<file path="src/rtl/tl_ul_a_arbiter.sv">
// TileLink-UL A-channel arbiter: N clients onto one slave port, round-robin
// with burst locking, per-client outstanding limit and D-channel routing.
module tl_ul_a_arbiter #(
  parameter int unsigned N_REQ     = 4,
  parameter int unsigned SRC_W     = 8,
  parameter int unsigned MAX_OUTST = 4
) (
  input  logic                             clock,
  input  logic                             reset,
  input  logic [N_REQ-1:0]                 in_a_valid,
  output logic [N_REQ-1:0]                 in_a_ready,
  input  logic [3*N_REQ-1:0]               in_a_opcode,
  input  logic [3*N_REQ-1:0]               in_a_param,
  input  logic [3*N_REQ-1:0]               in_a_size,
  input  logic [SRC_W*N_REQ-1:0]           in_a_source,
  input  logic [30*N_REQ-1:0]              in_a_address,
  input  logic [4*N_REQ-1:0]               in_a_mask,
  input  logic [32*N_REQ-1:0]              in_a_data,
  output logic                             out_a_valid,
  input  logic                             out_a_ready,
  output logic [2:0]                       out_a_opcode,
  output logic [2:0]                       out_a_param,
  output logic [2:0]                       out_a_size,
  output logic [SRC_W+$clog2(N_REQ)-1:0]   out_a_source,
  output logic [29:0]                      out_a_address,
  output logic [3:0]                       out_a_mask,
  output logic [31:0]                      out_a_data,
  input  logic                             out_d_valid,
  output logic                             out_d_ready,
  input  logic [2:0]                       out_d_opcode,
  input  logic [2:0]                       out_d_size,
  input  logic [SRC_W+$clog2(N_REQ)-1:0]   out_d_source,
  input  logic [31:0]                      out_d_data,
  input  logic                             out_d_denied,
  input  logic                             out_d_corrupt,
  output logic [N_REQ-1:0]                 in_d_valid,
  input  logic [N_REQ-1:0]                 in_d_ready,
  output logic [2:0]                       in_d_opcode,
  output logic [2:0]                       in_d_size,
  output logic [SRC_W-1:0]                 in_d_source,
  output logic [31:0]                      in_d_data,
  output logic                             in_d_denied,
  output logic                             in_d_corrupt,
  output logic                             err_unexpected_d
);

  localparam int unsigned IDX_W  = $clog2(N_REQ);
  localparam int unsigned CNT_W  = 4;
  localparam int unsigned BEAT_W = 6;

  localparam logic [2:0] OP_PUT_FULL    = 3'd0;
  localparam logic [2:0] OP_PUT_PARTIAL = 3'd1;
  localparam logic [2:0] OP_ACK_DATA    = 3'd1;

  // Beats in a transaction: multi-beat only when the opcode carries data and size exceeds the bus
  function automatic logic [BEAT_W-1:0] beats_of(input logic multi, input logic [2:0] size);
    if (multi && (size > 3'd2)) return BEAT_W'(1) << (size - 3'd2);
    return BEAT_W'(1);
  endfunction

  logic [IDX_W-1:0]  last_grant_q, last_grant_d;
  logic [IDX_W-1:0]  lock_idx_q, lock_idx_d;
  logic              lock_q, lock_d;
  logic [BEAT_W-1:0] a_beat_q, a_beat_d;
  logic [BEAT_W-1:0] d_beat_q, d_beat_d;
  logic [CNT_W-1:0]  outst_q [N_REQ];
  logic [CNT_W-1:0]  outst_d [N_REQ];
  logic              err_q, err_d;

  logic [N_REQ-1:0]  eligible;
  logic [IDX_W-1:0]  gnt, cand;
  logic              gnt_valid, found;
  logic              a_fire, a_last, d_fire, d_last;
  logic [BEAT_W-1:0] a_beats, d_beats;
  logic [IDX_W-1:0]  d_idx;

  // Round-robin pick from last_grant+1, or the held index while a burst is locked
  always_comb begin
    eligible  = '0;
    gnt       = last_grant_q;
    gnt_valid = 1'b0;
    found     = 1'b0;
    cand      = '0;
    for (int i = 0; i < N_REQ; i++) begin
      eligible[i] = in_a_valid[i] && (outst_q[i] < CNT_W'(MAX_OUTST));
    end
    if (lock_q) begin
      gnt       = lock_idx_q;
      gnt_valid = in_a_valid[lock_idx_q];
    end else begin
      for (int k = 0; k < N_REQ; k++) begin
        cand = last_grant_q + IDX_W'(k + 1);
        if (!found && eligible[cand]) begin
          gnt   = cand;
          found = 1'b1;
        end
      end
      gnt_valid = found;
    end
  end

  // A-channel mux of the granted client and per-client ready
  always_comb begin
    out_a_valid   = gnt_valid;
    out_a_opcode  = in_a_opcode[32'(gnt)*3 +: 3];
    out_a_param   = in_a_param[32'(gnt)*3 +: 3];
    out_a_size    = in_a_size[32'(gnt)*3 +: 3];
    out_a_source  = {gnt, in_a_source[32'(gnt)*SRC_W +: SRC_W]};
    out_a_address = in_a_address[32'(gnt)*30 +: 30];
    out_a_mask    = in_a_mask[32'(gnt)*4 +: 4];
    out_a_data    = in_a_data[32'(gnt)*32 +: 32];
    in_a_ready    = '0;
    for (int i = 0; i < N_REQ; i++) begin
      in_a_ready[i] = out_a_ready && gnt_valid && (gnt == IDX_W'(i));
    end
  end

  // D-channel routing by the grant index carried in the upper source bits
  always_comb begin
    d_idx        = out_d_source[SRC_W +: IDX_W];
    in_d_valid   = '0;
    for (int i = 0; i < N_REQ; i++) begin
      in_d_valid[i] = out_d_valid && (d_idx == IDX_W'(i));
    end
    out_d_ready  = in_d_ready[d_idx];
    in_d_opcode  = out_d_opcode;
    in_d_size    = out_d_size;
    in_d_source  = out_d_source[SRC_W-1:0];
    in_d_data    = out_d_data;
    in_d_denied  = out_d_denied;
    in_d_corrupt = out_d_corrupt;
  end

  // A burst tracking: lock on the first beat of a multi-beat put, release on its last
  always_comb begin
    a_fire       = out_a_valid && out_a_ready;
    a_beats      = beats_of((out_a_opcode == OP_PUT_FULL) || (out_a_opcode == OP_PUT_PARTIAL),
                            out_a_size);
    lock_d       = lock_q;
    lock_idx_d   = lock_idx_q;
    a_beat_d     = a_beat_q;
    last_grant_d = last_grant_q;
    a_last       = 1'b0;
    if (a_fire) begin
      if (lock_q) begin
        a_beat_d = a_beat_q - BEAT_W'(1);
        if (a_beat_q == BEAT_W'(1)) begin
          a_last = 1'b1;
          lock_d = 1'b0;
        end
      end else if (a_beats == BEAT_W'(1)) begin
        a_last = 1'b1;
      end else begin
        lock_d     = 1'b1;
        lock_idx_d = gnt;
        a_beat_d   = a_beats - BEAT_W'(1);
      end
      if (a_last) last_grant_d = gnt;
    end
  end

  // D burst tracking: count beats of a multi-beat AccessAckData
  always_comb begin
    d_fire   = out_d_valid && out_d_ready;
    d_beats  = beats_of(out_d_opcode == OP_ACK_DATA, out_d_size);
    d_beat_d = d_beat_q;
    d_last   = 1'b0;
    if (d_fire) begin
      if (d_beat_q == d_beats - BEAT_W'(1)) begin
        d_last   = 1'b1;
        d_beat_d = '0;
      end else begin
        d_beat_d = d_beat_q + BEAT_W'(1);
      end
    end
  end

  // Outstanding counters; a response with nothing in flight raises the sticky error
  always_comb begin
    err_d = err_q;
    for (int i = 0; i < N_REQ; i++) begin
      outst_d[i] = outst_q[i];
      if (a_last && (gnt == IDX_W'(i)) && !(d_last && (d_idx == IDX_W'(i)))) begin
        outst_d[i] = outst_q[i] + CNT_W'(1);
      end else if (d_last && (d_idx == IDX_W'(i)) && !(a_last && (gnt == IDX_W'(i)))) begin
        if (outst_q[i] == '0) err_d = 1'b1;
        else                  outst_d[i] = outst_q[i] - CNT_W'(1);
      end
    end
  end

  // State registers with synchronous reset
  always_ff @(posedge clock) begin
    if (reset) begin
      last_grant_q <= IDX_W'(N_REQ - 1);
      lock_idx_q   <= '0;
      lock_q       <= 1'b0;
      a_beat_q     <= '0;
      d_beat_q     <= '0;
      err_q        <= 1'b0;
      for (int i = 0; i < N_REQ; i++) outst_q[i] <= '0;
    end else begin
      last_grant_q <= last_grant_d;
      lock_idx_q   <= lock_idx_d;
      lock_q       <= lock_d;
      a_beat_q     <= a_beat_d;
      d_beat_q     <= d_beat_d;
      err_q        <= err_d;
      for (int i = 0; i < N_REQ; i++) outst_q[i] <= outst_d[i];
    end
  end

  assign err_unexpected_d = err_q;

endmodule

</file>
<file path="config.mk">
export PLATFORM = sky130hd
export DESIGN_NAME = tl_ul_a_arbiter
export DESIGN_NICKNAME = d
export VERILOG_FILES = /design/src/rtl/tl_ul_a_arbiter.sv
export SDC_FILE = /design/constraint.sdc
export NUM_CORES = 1
export LEC_CHECK = 0
export CORE_AREA = 2 2 210 212
export CTS_BUF_LIST = sky130_fd_sc_hd__clkbuf_8
export DETAILED_ROUTE_END_ITERATION = 8
export DIE_AREA = 0 0 212 214
export DONT_BUFFER_PORTS = 1
export GPL_ROUTABILITY_DRIVEN = 0
export PLACE_DENSITY = 0.37
export SYNTH_ARGS = -nofsm -noshare
export SYNTH_HDL_FRONTEND = slang
export SYNTH_SLANG_ARGS = --single-unit
export TNS_END_PERCENT = 5
</file>
<file path="constraint.sdc">
create_clock -name clock -period 8.39 [get_ports clock]
set_input_delay 2.517 -clock clock [delete_from_list [all_inputs] [get_ports clock]]
set_output_delay 2.517 -clock clock [all_outputs]
set_load 0.02 [all_outputs]
</file>
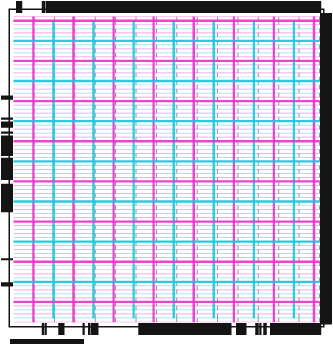
(run_1/floorplan.png)
Scale bar: 50 microns. Pins as bars on the die edge. Tap cells in grey.
VDD: in cyan. VSS: in magenta.
The core has 76 rows. 538 signal pins sit on the boundary.

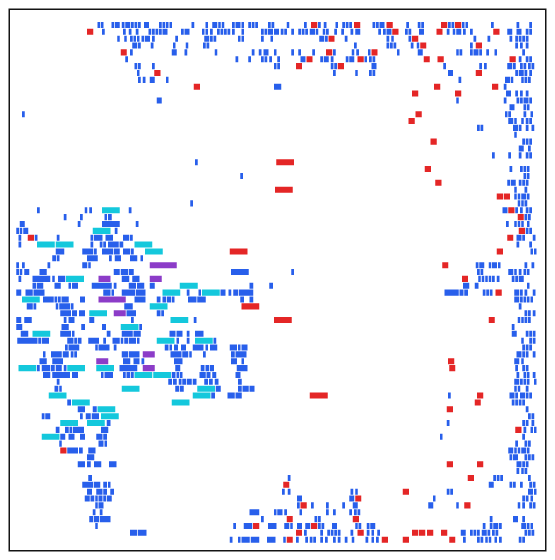
(run_1/class_map.png)
remaining buffers and delay cells: in red, cells 82, share of their area 12%. remaining logic cells: in blue, cells 851, share of their area 74%. clock drivers and dummy loads: in purple, cells 8, share of their area 2.4%. registers: in cyan, cells 34, share of their area 12%.

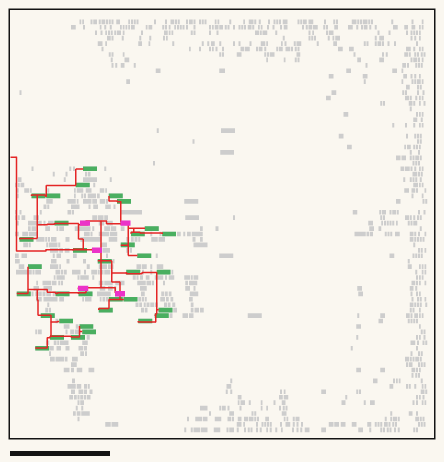
(run_1/clock_wires.png)
Scale bar: 50 microns.
flip-flops: in green, count 34. clock wires: in red, length 591 microns. clock-net drivers: in magenta, count 5.
There are 6 routed clock nets.

==> notes.md, run 1 <==
flow finished, numbers: initial DRC count 372, crit-path max FO between 60 and 70, area grow syn2layout 17.8%, met2 Usage GRT 0.209, top cells by area nor2_1, nand2_1, dfxtp_1, mi-comb count 831, Slew @ Worst Pin 0.710 ns, yosys stat area 5580 sq um, DRT Wirelength 28900 microns, Synth Area in Simple Gates 0.455, H-tree levels 2, headroom to the max-slew limit 0.526, clock power share 0.050, CP arrival 5.13 ns, number of synthesized flops with an enable pin 0, Flop pwr share 0.060, inverter count 20, Top Consumer combinational logic, Reg2Reg Depth 24, initial antenna violation count 6, Sw Ratio 0.625, adder share 0.0659, Finished Layout Cells 1563, syn_area_per_cell 5.61 sq um, RSZ-0062 raised after global routing false, clkbuf count 6, Cell Pwr Density 587 nW/um^2, metal3 WL between 2000 and 2500 microns, top-count cell post-synth nor2_1, min-delay worst type reg -> reg, wire per inst around 18 microns, Worst Hold Path Cells 2, most frequent cells in the layout nor2_1, nand2_1, a31oi_1, buf_4, dfxtp_1, diodes inserted 3, Cell variety after synth 58, chip area 45400 sq um, Largest stage delay, worst path 0.41 ns, clk ins delay skew pair roughly 0.29 ns, Tcrit/Tclk final 0.911, register area 681 sq um, tool warning count 33, Synth Cell Area about 5600 sq um, Worst Slack Setup Final 0.744 ns, Synth mux share 0.0298, most instantiated logic cell after routing nor2_1, CP Data Required Time 5.87 ns, Gates resized, CTS repair 0, Critical Path Most Common Cell nor2_1, number of nets at floorplan roughly 1400, # hold bufs at CTS 0, met1 usage 0.130, Seq cells 34, Reg2Reg Launch Point outst_q[2][2], worst ir drop on vdd 146 uV, Util after Layout 0.153, MI comb area 4240 sq um, signal buffers share of area 0.105, min Tclk post-route 7.65 ns, post-route cell area 6570 sq um, CP Cell Sequence or3b_4, o221ai_2, a211o_1, nand2_8, inv_6, buf_4, nor2_1, nor2_1, nor2_1, a31oi_1, buf_4, Die Width 212 microns, Worst setup EP type output pin, Init Core Util 0.130, Top delay family on crit path AND-OR/OR-AND gates, P_comb 3.43 mW, Total Power 3.86 mW, area of the core 42900 sq um, CTS tree done, Fin. Hold Viols 0, Setup WS pre-CTS 0.591 ns, post-synthesis xor/xnor area fraction 0.0330, die y size 214 microns, DP HPWL 24600 microns, Crit. path cell count 11, final hold slack between 0.4 and 0.5 ns, fill count 4994, first-pass GRT wire length between 30000 and 40000 microns, flop share of the area 0.104, Pins Over Slew Limit 0, GRT Util Overall 0.118, post-synth top area cell nor2_1, root buffer cell clkbuf_8, Critical Path Source Type primary input, Reg-to-Reg End outst_q[1][3], CTS Buf Count 5, Hold Crit Start a_beat_q[1], Synth top cells by count nor2_1, nand2_1, a31oi_1, total grt overflow 0, Critical-path top delay cell inv_6, Met2 Wirelength 13900 microns, Seq/Total Area, Yosys 0.122, Comb/total area 0.645, nonclk buf count 82, CP Launch Point in_a_valid[3], Top Usage Layer GRT met2, Clock Tree Buf Depth 2, final setup TNS 0 ns, WHS Endpoint a_beat_q[1], Net Sw Power approximately 2.4 mW, Vias 6587, max reg flops 16, ys async rst share 0, dominant kind of cell multi-input combinational cells, clock sinks 34, setup violators final 0, internal power 1.45 mW, Synth flops 34, Mapped Cells 995, outcome complete, no violations, num rows 76, via density per instance 4.21, Well Taps 585, skew final around 0.0096 ns, R2R Setup Slk roughly 2.7 ns, Placed Instances between 1500 and 2000, Top Registers outst_q: 16 flops, a_beat_q: 6 flops, d_beat_q: 6 flops, yosys cell count 995, drt pass-1 iters 8, Routed Antenna Nets 0, highest metal used met5, DRC 0, AND-OR/OR-AND Cells, Area Fraction 0.174, Worst-path clk slew 0.08 ns, pin count of the biggest net entering global routing 76, clock network area share 0.0217, post-CTS setup buffer count 0, Top logic family simple AND/OR/NAND/NOR gates, port buffer count 0, I/O pins 538, GR Layer Usage met3 0.0301, vias in the first global route 6188, Comb pwr share 0.890, fmax 131 MHz, WP buf/inv 3, Clock net power about 0.19 mW, DP Area approximately 6400 sq um, Crit Path Category in -> out
==> run 1 -> run 2 <==
ABC_CLOCK_PERIOD_IN_PS = 8390   (was not set)
==> run 2 against run 1 <==
Net effect: routed wire length did not move; sequential power barely moved; total power did not move; largest power group unchanged; first-iteration DRC count did not move; critical endpoint unchanged; core utilization did not move; hold slack did not move.
==> notes.md, run 2 <==
flow finished, numbers: outcome complete, no violations (unchanged), port buffer count 0 (unchanged), final hold slack 0.462 ns (unchanged), post-synthesis xor/xnor area fraction 0.0330 (unchanged), H-tree levels 2 (unchanged), Synth top cells by count nor2_1, nand2_1, a31oi_1 (unchanged), Worst-path clk slew 0.08 ns (about the same), metal3 WL 2360 microns (unchanged), Cell variety after synth 58 (unchanged), highest metal used met5 (unchanged), AND-OR/OR-AND Cells, Area Fraction 0.174 (unchanged), tool warning count 33 (unchanged), min-delay worst type reg -> reg (unchanged), Total Power 3.86 mW (unchanged), CP Launch Point in_a_valid[3] (unchanged), met1 usage 0.130 (unchanged), Vias 6587 (unchanged), post-synth top area cell nor2_1 (unchanged), die y size 214 microns (unchanged), clock power share 0.050 (about the same), fill count 4994 (unchanged), Synth flops 34 (unchanged), RSZ-0062 raised after global routing false (unchanged), via density per instance 4.21 (unchanged), MI comb area 4240 sq um (unchanged), chip area 45400 sq um (unchanged), vias in the first global route 6188 (unchanged), WP buf/inv 3 (unchanged), Net Sw Power 2.41 mW (unchanged), Well Taps 585 (unchanged), DP HPWL 24600 microns (unchanged), setup violators final 0 (unchanged), Finished Layout Cells 1563 (unchanged), DRT Wirelength 28900 microns (unchanged), nonclk buf count 82 (unchanged), R2R Setup Slk 2.74 ns (about the same), Die Width 212 microns (unchanged), first-pass GRT wire length 39900 microns (unchanged), CP Data Required Time 5.87 ns (about the same), Worst setup EP type output pin (unchanged), post-route cell area 6570 sq um (unchanged), number of nets at floorplan 1416 (unchanged), yosys cell count 995 (unchanged), Reg2Reg Depth 24 (unchanged), initial DRC count 372 (unchanged), most frequent cells in the layout nor2_1, nand2_1, a31oi_1, buf_4, dfxtp_1 (unchanged), Seq/Total Area, Yosys 0.122 (unchanged), Crit. path cell count 11 (unchanged), signal buffers share of area 0.105 (unchanged), crit-path max FO 61 (unchanged), register area 681 sq um (unchanged), max reg flops 16 (unchanged), syn_area_per_cell 5.61 sq um (unchanged), Setup WS pre-CTS 0.591 ns (unchanged), number of synthesized flops with an enable pin 0 (unchanged), Worst Slack Setup Final 0.744 ns (unchanged), adder share 0.0659 (unchanged), Pins Over Slew Limit 0 (unchanged), Met2 Wirelength 13900 microns (unchanged), Worst Hold Path Cells 2 (unchanged), Mapped Cells 995 (unchanged), WHS Endpoint a_beat_q[1] (unchanged), dominant kind of cell multi-input combinational cells (unchanged), Tcrit/Tclk final 0.911 (unchanged), min Tclk post-route 7.65 ns (unchanged), ys async rst share 0 (unchanged)
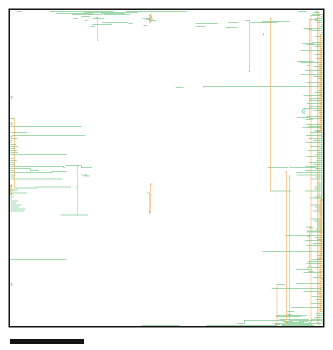
(run_2/layers.png)
Scale bar: 50 microns. Only two layers are drawn.
M4: in orange, wire length 1530 microns. M3: in green, wire length 2360 microns.

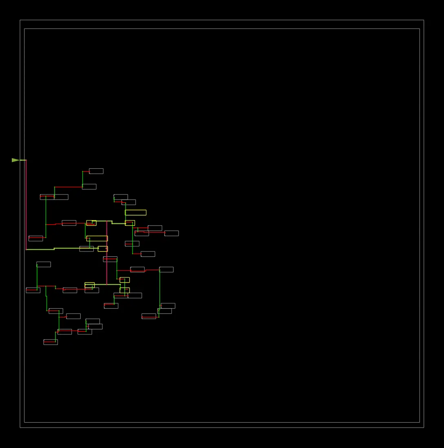
(run_2/clock_nets.png)
clk ins delay skew pair: 0.29 ns
clock sinks: 34
Seq cells: 34
skew final: 0.00956 ns
clkbuf count: 6

==> run_2/floorplan.png <==
Scale bar: 50 microns. Pins as bars on the die edge. Tap cells in grey.
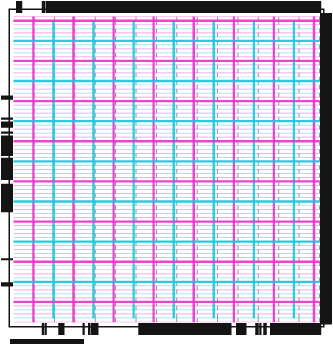

==> run 2 -> run 3 <==
CORE_AREA = 2 2 211 213   (was 2 2 210 212)
DIE_AREA = 0 0 213 215   (was 0 0 212 214)
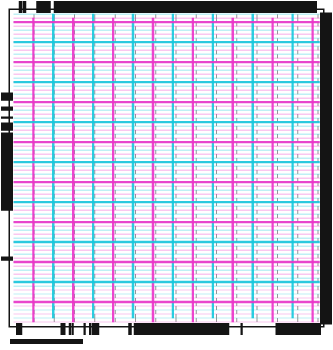
(run_3/floorplan.png)
Scale bar: 50 microns. Pins as bars on the die edge. Tap cells in grey.
VDD: in cyan. VSS: in magenta.
The core has 77 rows. 592 tap cells. 15 straps on met5. 78 met1 rails follow the rows.

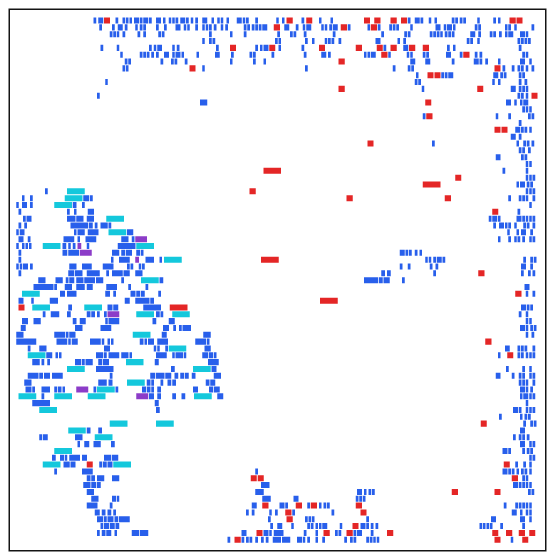
(run_3/class_map.png)
clock drivers and dummy loads: in purple, cells 7, share of their area 1.4%. registers: in cyan, cells 34, share of their area 12%. remaining logic cells: in blue, cells 851, share of their area 76%. remaining buffers and delay cells: in red, cells 77, share of their area 11%.
num rows: 77
area of the core: 43600 sq um
Util after Layout: 0.148
flop share of the area: 0.105
post-route cell area: 6460 sq um

==> run 3 against run 2 <==
Net effect: sequential power about the same; clock power shrank 38%; global-route usage down 0.96 points; critical path depth unchanged; via count up 0.29%; routed wire length shrank 5.1%; critical endpoint is now out_a_data[3]; highest routed layer unchanged; final cell count barely moved.
==> notes.md, run 3 <==
flow finished, numbers: Placed Instances 1554 (was 1552), area grow syn2layout 15.8% (was 17.8%), skew final 0.00558 ns (was 0.00956 ns), Hold Crit Start a_beat_q[1] (unchanged), Critical-path top delay cell inv_6 (unchanged), nonclk buf count 77 (was 82), CTS tree done (unchanged), Synth top cells by count nor2_1, nand2_1, a31oi_1 (unchanged), Reg-to-Reg End outst_q[1][3] (unchanged), Critical Path Most Common Cell nor2_1 (unchanged), Crit. path cell count 11 (unchanged), Largest stage delay, worst path 0.42 ns (was 0.41 ns), Reg2Reg Launch Point outst_q[2][2] (unchanged), Die Width 213 microns (was 212 microns), Worst setup EP type output pin (unchanged), post-synthesis xor/xnor area fraction 0.0330 (unchanged), GRT Util Overall 0.108 (was 0.118), Clock net power 0.120 mW (was 0.193 mW), adder share 0.0659 (unchanged), diodes inserted 1 (was 3), clock sinks 34 (unchanged), H-tree levels 2 (unchanged), min-delay worst type reg -> reg (unchanged), register area 681 sq um (unchanged), dominant kind of cell multi-input combinational cells (unchanged), drt pass-1 iters 7 (was 8), CP arrival 5.27 ns (was 5.13 ns), worst ir drop on vdd 217 uV (was 146 uV), Total Power 3.70 mW (was 3.86 mW), clk ins delay skew pair 0.30 ns (was 0.29 ns), clkbuf count 5 (was 6), Gates resized, CTS repair 0 (unchanged), # hold bufs at CTS 0 (unchanged), Mapped Cells 995 (unchanged), headroom to the max-slew limit 0.523 (was 0.526), tool warning count 32 (was 33), mi-comb count 831 (unchanged), P_comb 3.34 mW (was 3.43 mW), syn_area_per_cell 5.61 sq um (unchanged), DRT Wirelength 27400 microns (was 28900 microns), Comb pwr share 0.904 (was 0.890), Top Registers outst_q: 16 flops, a_beat_q: 6 flops, d_beat_q: 6 flops (unchanged), top cells by area nor2_1, nand2_1, dfxtp_1 (unchanged), number of synthesized flops with an enable pin 0 (unchanged), root buffer cell clkbuf_8 (unchanged), met1 usage 0.131 (was 0.130), yosys stat area 5580 sq um (unchanged), CP Launch Point in_a_valid[3] (unchanged), Flop pwr share 0.063 (was 0.060), outcome complete, no violations (unchanged), Top delay family on crit path simple AND/OR/NAND/NOR gates (was AND-OR/OR-AND gates), clock network area share 0.0122 (was 0.0217), vias in the first global route 5860 (was 6188), initial antenna violation count 3 (was 6), Init Core Util 0.128 (was 0.130), Top Consumer combinational logic (unchanged), GR Layer Usage met3 0.0278 (was 0.0301), Well Taps 592 (was 585), crit-path max FO 57 (was 61), CP Data Required Time 5.87 ns (about the same), top-count cell post-synth nor2_1 (unchanged), Tcrit/Tclk final 0.928 (was 0.911), fill count 5140 (was 4994), initial DRC count 463 (was 372), Top Usage Layer GRT met2 (unchanged), Cell variety after synth 58 (unchanged), WHS Endpoint a_beat_q[1] (unchanged), Vias 6606 (was 6587), share of the synthesized area in the top cell type 0.242 (unchanged), number of nets at floorplan 1416 (unchanged), Pins Over Slew Limit 0 (unchanged), highest metal used met5 (unchanged), I/O pins 538 (unchanged), via density per instance 4.23 (was 4.21), signal buffers share of area 0.0991 (was 0.105), internal power 1.33 mW (was 1.45 mW), die y size 215 microns (was 214 microns), metal3 WL 2570 microns (was 2360 microns), wire per inst 17.5 microns (was 18.5 microns), most frequent cells in the layout nor2_1, nand2_1, a31oi_1, buf_4, dfxtp_1 (unchanged), Cell Pwr Density 572 nW/um^2 (was 587 nW/um^2), Synth mux share 0.0298 (unchanged), Slew @ Worst Pin 0.705 ns (was 0.710 ns), Net Sw Power 2.36 mW (was 2.41 mW), clock power share 0.032 (was 0.050), DP Area 6380 sq um (was 6420 sq um), Met2 Wirelength 13500 microns (was 13900 microns), met2 Usage GRT 0.194 (was 0.209), Routed Antenna Nets 0 (unchanged), Seq cells 34 (unchanged), Synth Area in Simple Gates 0.455 (unchanged), most instantiated logic cell after routing nor2_1 (unchanged), Reg2Reg Depth 24 (unchanged), CTS Buf Count 5 (unchanged), yosys cell count 995 (unchanged), Worst Slack Setup Final 0.608 ns (was 0.744 ns), Synth Cell Area 5580 sq um (unchanged), RSZ-0062 raised after global routing false (unchanged), WP buf/inv 3 (unchanged), port buffer count 0 (unchanged), DRC 0 (unchanged), setup violators final 0 (unchanged), ys async rst share 0 (unchanged), Crit Path Category in -> out (unchanged), final hold slack 0.471 ns (was 0.462 ns), Top logic family simple AND/OR/NAND/NOR gates (unchanged), Synth flops 34 (unchanged), Worst Hold Path Cells 2 (unchanged), Sw Ratio 0.639 (was 0.625), first-pass GRT wire length 37000 microns (was 39900 microns), final setup TNS 0 ns (unchanged), total grt overflow 0 (unchanged), post-CTS setup buffer count 0 (unchanged), Seq/Total Area, Yosys 0.122 (unchanged), post-synth top area cell nor2_1 (unchanged), Finished Layout Cells 1562 (was 1563), MI comb area 4240 sq um (unchanged), Fin. Hold Viols 0 (unchanged), DP HPWL 23000 microns (was 24600 microns), Critical Path Source Type primary input (unchanged), chip area 45800 sq um (was 45400 sq um)
Power figures rest on the tool's default switching activity, not on a simulated workload.
